==> config.mk <==
export PLATFORM = sky130hd
export DESIGN_NAME = i2c_basic
export DESIGN_NICKNAME = d
export VERILOG_FILES = /design/src/rtl/i2c_basic_pkg.sv /design/src/rtl/i2c_quarter_tick.sv /design/src/rtl/i2c_basic.sv
export SDC_FILE = /design/constraint.sdc
export NUM_CORES = 1
export LEC_CHECK = 0
export CORE_MARGIN = 2
export CORE_UTILIZATION = 49
export DETAILED_ROUTE_END_ITERATION = 7
export HOLD_SLACK_MARGIN = 0.12
export PLACE_DENSITY = 0.81
export SKIP_CTS_REPAIR_TIMING = 1
export SLEW_MARGIN = 20
export SYNTH_ARGS = -nofsm -noshare
export SYNTH_HDL_FRONTEND = slang
export SYNTH_HIERARCHICAL = 1
export SYNTH_SLANG_ARGS = --single-unit
==> constraint.sdc <==
create_clock -name clk -period 2.1 [get_ports clk]
set_input_delay 0.63 -clock clk [delete_from_list [all_inputs] [get_ports clk]]
set_output_delay 0.63 -clock clk [all_outputs]
set_load 0.005 [all_outputs]
==> src/rtl/i2c_basic_pkg.sv <==
// Shared state encoding and the per-quarter pin pattern table for the write-only I2C master.
package i2c_basic_pkg;

  typedef enum logic [2:0] {IDLE, START, ADDR, ACK, DATA, STOP} state_t;

  localparam int QUARTERS_PER_BIT = 4;
  localparam int BITS_PER_BYTE    = 8;

  // Pin pattern {scl, sda, oe_n} for a given state/quarter; b is the bit on the wire in ADDR/DATA.
  function automatic logic [2:0] drive(input state_t st, input logic [1:0] q, input logic b);
    logic [2:0] o;
    o = 3'b111;
    case (st)
      START:      o = (q == 2'd0) ? 3'b110 : (q == 2'd3) ? 3'b000 : 3'b100;
      ADDR, DATA: o = {q[1], b, 1'b0};
      ACK:        o = {q[1], 2'b11};
      STOP:       o = (q == 2'd0) ? 3'b000 : (q == 2'd1) ? 3'b100 : 3'b110;
      default:    o = 3'b111;
    endcase
    return o;
  endfunction

endpackage

==> src/rtl/i2c_quarter_tick.sv <==
// Quarter-bit prescaler: tick when the counter is all-ones, 2-bit quarter index advances on tick.
module i2c_quarter_tick #(
  parameter int CLK_DIV_BITS = 8
) (
  input  logic       clk,
  input  logic       reset,
  input  logic       i_clr,
  output logic       o_tick,
  output logic [1:0] o_quarter
);
  localparam logic [CLK_DIV_BITS-1:0] ONE = {{(CLK_DIV_BITS-1){1'b0}}, 1'b1};

  logic [CLK_DIV_BITS-1:0] r_cnt;
  logic [1:0]              r_quarter;

  assign o_tick    = &r_cnt;
  assign o_quarter = r_quarter;

  always_ff @(posedge clk) begin
    if (reset || i_clr) begin
      r_cnt     <= '0;
      r_quarter <= 2'd0;
    end else begin
      r_cnt <= r_cnt + ONE;
      if (o_tick) r_quarter <= r_quarter + 2'd1;
    end
  end

endmodule

==> src/rtl/i2c_basic.sv <==
// Minimal write-only I2C master: START, address+W, 0-3 data bytes, STOP, then a done pulse.
module i2c_basic
  import i2c_basic_pkg::*;
#(
  parameter int CLK_DIV_BITS = 8
) (
  input  logic       clk,
  input  logic       reset,
  input  logic [6:0] addr,
  input  logic [1:0] num_wr_bytes,
  input  logic [7:0] wr_data0,
  input  logic [7:0] wr_data1,
  input  logic [7:0] wr_data2,
  input  logic       start,
  output logic       done,
  output logic       sclk,
  output logic       sdata_out,
  output logic       sdata_oe_n
);
  state_t          r_state;
  logic [2:0]      r_out;        // {scl, sda, oe_n}
  logic            r_done;
  logic [7:0]      r_shift;
  logic [3:0][7:0] r_data;
  logic [1:0]      r_num;
  logic [2:0]      r_bit_cnt;
  logic [1:0]      r_bytes_sent;
  logic            w_tick;
  logic [1:0]      w_quarter;

  // Prescaler is held cleared while idle so every transaction starts on a fresh quarter.
  i2c_quarter_tick #(.CLK_DIV_BITS(CLK_DIV_BITS)) u_tick (
    .clk       (clk),
    .reset     (reset),
    .i_clr     (r_state == IDLE),
    .o_tick    (w_tick),
    .o_quarter (w_quarter)
  );

  assign sclk       = r_out[2];
  assign sdata_out  = r_out[1];
  assign sdata_oe_n = r_out[0];
  assign done       = r_done;

  // Outputs are loaded with the pattern of the quarter being entered, so pins change on the tick edge.
  always_ff @(posedge clk) begin
    if (reset) begin
      r_state      <= IDLE;
      r_out        <= 3'b111;
      r_done       <= 1'b0;
      r_shift      <= 8'h00;
      r_data       <= '0;
      r_num        <= 2'd0;
      r_bit_cnt    <= 3'd0;
      r_bytes_sent <= 2'd0;
    end else begin
      r_done <= 1'b0;
      case (r_state)
        IDLE: if (start) begin
          r_shift      <= {addr, 1'b0};
          r_data       <= {8'h00, wr_data2, wr_data1, wr_data0};
          r_num        <= num_wr_bytes;
          r_bit_cnt    <= 3'd0;
          r_bytes_sent <= 2'd0;
          r_state      <= START;
          r_out        <= drive(START, 2'd0, 1'b0);
        end
        default: if (w_tick) begin
          if (w_quarter != 2'd3) begin
            r_out <= drive(r_state, w_quarter + 2'd1, r_shift[7]);
          end else begin
            case (r_state)
              START: begin
                r_state <= ADDR;
                r_out   <= drive(ADDR, 2'd0, r_shift[7]);
              end
              ADDR, DATA: begin
                if (r_bit_cnt == 3'd7) begin
                  r_state <= ACK;
                  r_out   <= drive(ACK, 2'd0, 1'b1);
                end else begin
                  r_shift   <= {r_shift[6:0], 1'b0};
                  r_bit_cnt <= r_bit_cnt + 3'd1;
                  r_out     <= drive(r_state, 2'd0, r_shift[6]);
                end
              end
              ACK: begin
                if (r_bytes_sent < r_num) begin
                  r_state      <= DATA;
                  r_shift      <= r_data[r_bytes_sent];
                  r_bytes_sent <= r_bytes_sent + 2'd1;
                  r_bit_cnt    <= 3'd0;
                  r_out        <= drive(DATA, 2'd0, r_data[r_bytes_sent][7]);
                end else begin
                  r_state <= STOP;
                  r_out   <= drive(STOP, 2'd0, 1'b0);
                end
              end
              STOP: begin
                r_state <= IDLE;
                r_done  <= 1'b1;
                r_out   <= 3'b111;
              end
              default: begin
                r_state <= IDLE;
                r_out   <= 3'b111;
              end
            endcase
          end
        end
      endcase
    end
  end

endmodule

**Routed metal per tile**

Drawn at 4 px/um. 16 x 16 tiles, from white (low) to dark blue (high), scaled to the fullest tile. Values are wire area over tile area, all layers added.
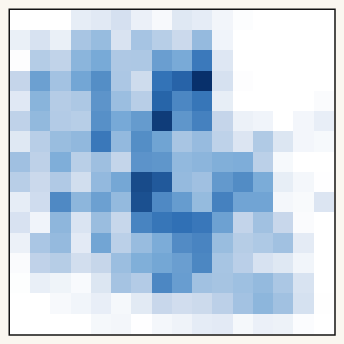
fullest tile: 0.58
mean over tiles: 0.16
densest ninth of the die: centre
nearly empty tiles: 18%
emptiest ninth of the die: north-east

**Port wiring**

Drawn at 6 px/um.
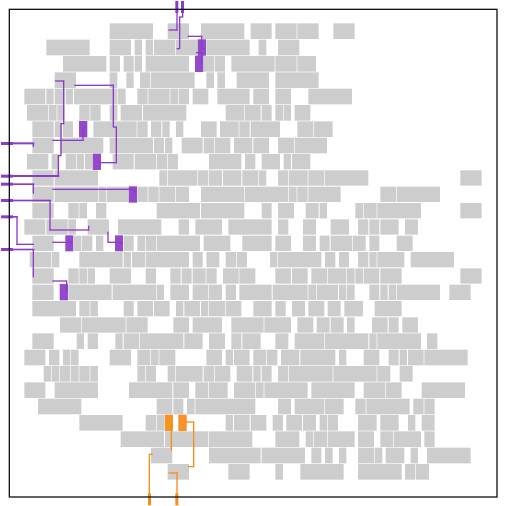
| port | colour | bits | direction | end cells | wire |
|---|---|---|---|---|---|
| wr_data1 | purple | 8 | input | 8 | 144 um |
| num_wr_bytes | orange | 2 | input | 2 | 26.6 um |

==> impl_table.tex <==
% Implementation results table
\begin{tabular}{lr}
\hline
Metric & Value \\
\hline
\multicolumn{2}{l}{\textbf{Worst setup path}} \\
Stages on worst setup path & 7 \\
Crit path kind & reg2reg \\
Critical path's largest stage delay & 410 ps \\
CP Data Required Time & 2340 ps \\
Slack of the worst reg-to-reg path & 110 ps \\
Endpoint kind of the worst setup timing path & flip-flop \\
Critical path startpoint category & flip-flop \\
Reg-to-reg endpoint & r\_bit\_cnt[0] \\
List of cells traversed by the critical path & ha\_1, ha\_1, nand2b\_1, a211oi\_2, o21ai\_2, or4\_1, a21oi\_1 \\
Worst flop-to-flop path startpoint & r\_bit\_cnt[0] \\
Worst R2R Path Depth & 7 \\
Maximum fanout along the worst path & 4 \\
\multicolumn{2}{l}{\textbf{Final layout}} \\
Final design area excluding fillers & 3620 um2 \\
Nets & 446 \\
Buffers excl. clock & 71 \\
Highest-count logic cell in the final layout & sky130\_fd\_sc\_hd\_\_nand2\_1 \\
Multi-input gate share of the layout cell area & 45.0\% \\
Number of flip-flops in the largest register & 24 \\
Number of signal-net inverters in the final layout & 10 \\
Flop Count & 56 \\
Data-path buffer share of cell area in the final layout & 17.6\% \\
Layout filler cell count & a little over 500 \\
Clock buffer count in the final layout & 6 \\
Antenna diode count & 0 \\
Register cell area after layout & 1120 um2 \\
\multicolumn{2}{l}{\textbf{Logic synthesis}} \\
Post-synthesis register bit count & 56 \\
Post-synthesis average cell area & 8.24 um2 \\
Adder Area Share & approximately 2.9\% \\
Simple-gate share of the synthesized area & 20.7\% \\
Top area cells in the synthesized netlist & sky130\_fd\_sc\_hd\_\_dfxtp\_1, sky130\_fd\_sc\_hd\_\_nand2\_1, sky130\_fd\_sc\_hd\_\_a21oi\_1, sky130\_fd\_sc\_hd\_\_o21ai\_0, sky130\_fd\_sc\_hd\_\_mux2i\_1 \\
Area of the mapped netlist & 2910 um2 \\
Gate Count Post-Synth & 353 \\
Nets at Floorplan & 395 \\
Synthesized chip area reported by yosys & slightly below 3000 um2 \\
Post-synthesis share of cell area spent on and-or and or-and gates & 27.2\% \\
MUX area fraction & 3.10\% \\
XORs/XNORs by Area & under 10\% \\
Yosys warnings & 6 \\
Synth cell types & 61 \\
Synth area leader & sky130\_fd\_sc\_hd\_\_dfxtp\_1 \\
Area share of the leading cell type in the synthesized netlist & approximately two fifths \\
\multicolumn{2}{l}{\textbf{Route}} \\
Uppermost layer routed & met4 \\
Number of vias in the routed layout & around 2700 \\
Number of nets with antenna violations after routing & 0 \\
Initial DRT Pass Iterations & 5 \\
\multicolumn{2}{l}{\textbf{Min path}} \\
Hold Crit Endpoint & r\_data[17] \\
Hold path startpoint & r\_data[17] \\
Hold-critical path depth & 2 \\
\multicolumn{2}{l}{\textbf{Global route}} \\
Initial antenna violation count & 0 \\
Wire length of the first global-routing pass & 11300 um \\
\multicolumn{2}{l}{\textbf{Power}} \\
Worst voltage drop across the vdd grid & 0.306 mV \\
Combinational share of power & 18.4\% \\
Net Sw Power & 0.620 mW \\
Power attributed to the clock group & 0.647 mW \\
Overall Power & 2.23 mW \\
P\_seq & around 1.2 mW \\
Max power group & sequential cells \\
\multicolumn{2}{l}{\textbf{CTS}} \\
CTS H-tree lvls & 2 \\
Clk buf depth & 2 \\
CTS clk-pin slew, worst paths & 100 ps \\
TritonCTS sink count & 56 \\
\multicolumn{2}{l}{\textbf{Run}} \\
Max Cap Violations & 0 \\
\multicolumn{2}{l}{\textbf{Die}} \\
Num tapcells & 75 \\
Standard-cell row count & 28 \\
Die boundary width & 81.1 um \\
Core ar. & 5820 um2 \\
\multicolumn{2}{l}{\textbf{STA}} \\
Total setup violations reported at the end of the flow & 0 \\
Shortest period the worst path allows & 1990 ps \\
Worst hold-check slack & 461 ps \\
Final clock skew & 7.43 ps \\
Hold violation count in the final report & 0 \\
\multicolumn{2}{l}{\textbf{Placed design}} \\
GP Congestion & 0.891 \\
Number of buffers inserted by port buffering & 39 \\
Instance count after placement with tap cells included & 472 \\
Post-placement worst setup slack & -125 ps \\
\multicolumn{2}{l}{\textbf{Run status}} \\
Status & complete, no violations \\
\hline
\end{tabular}
**Routing congestion**

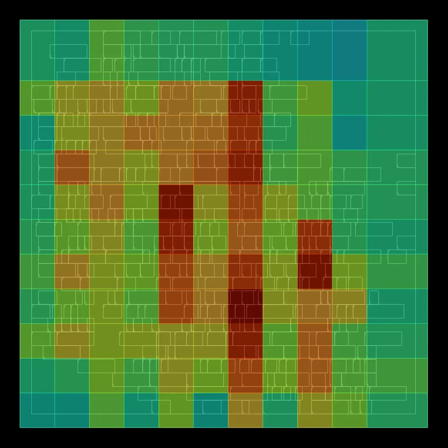
fraction of met2 tracks used by global routing: 37.9%
Finished Core Util: 62.2%
fraction of met3 tracks used by global routing: 3.56%
global routing usage summed across all routing layers: 21.5%
Top Usage Layer GRT: met2

Power figures rest on the tool's default switching activity, not on a simulated workload.
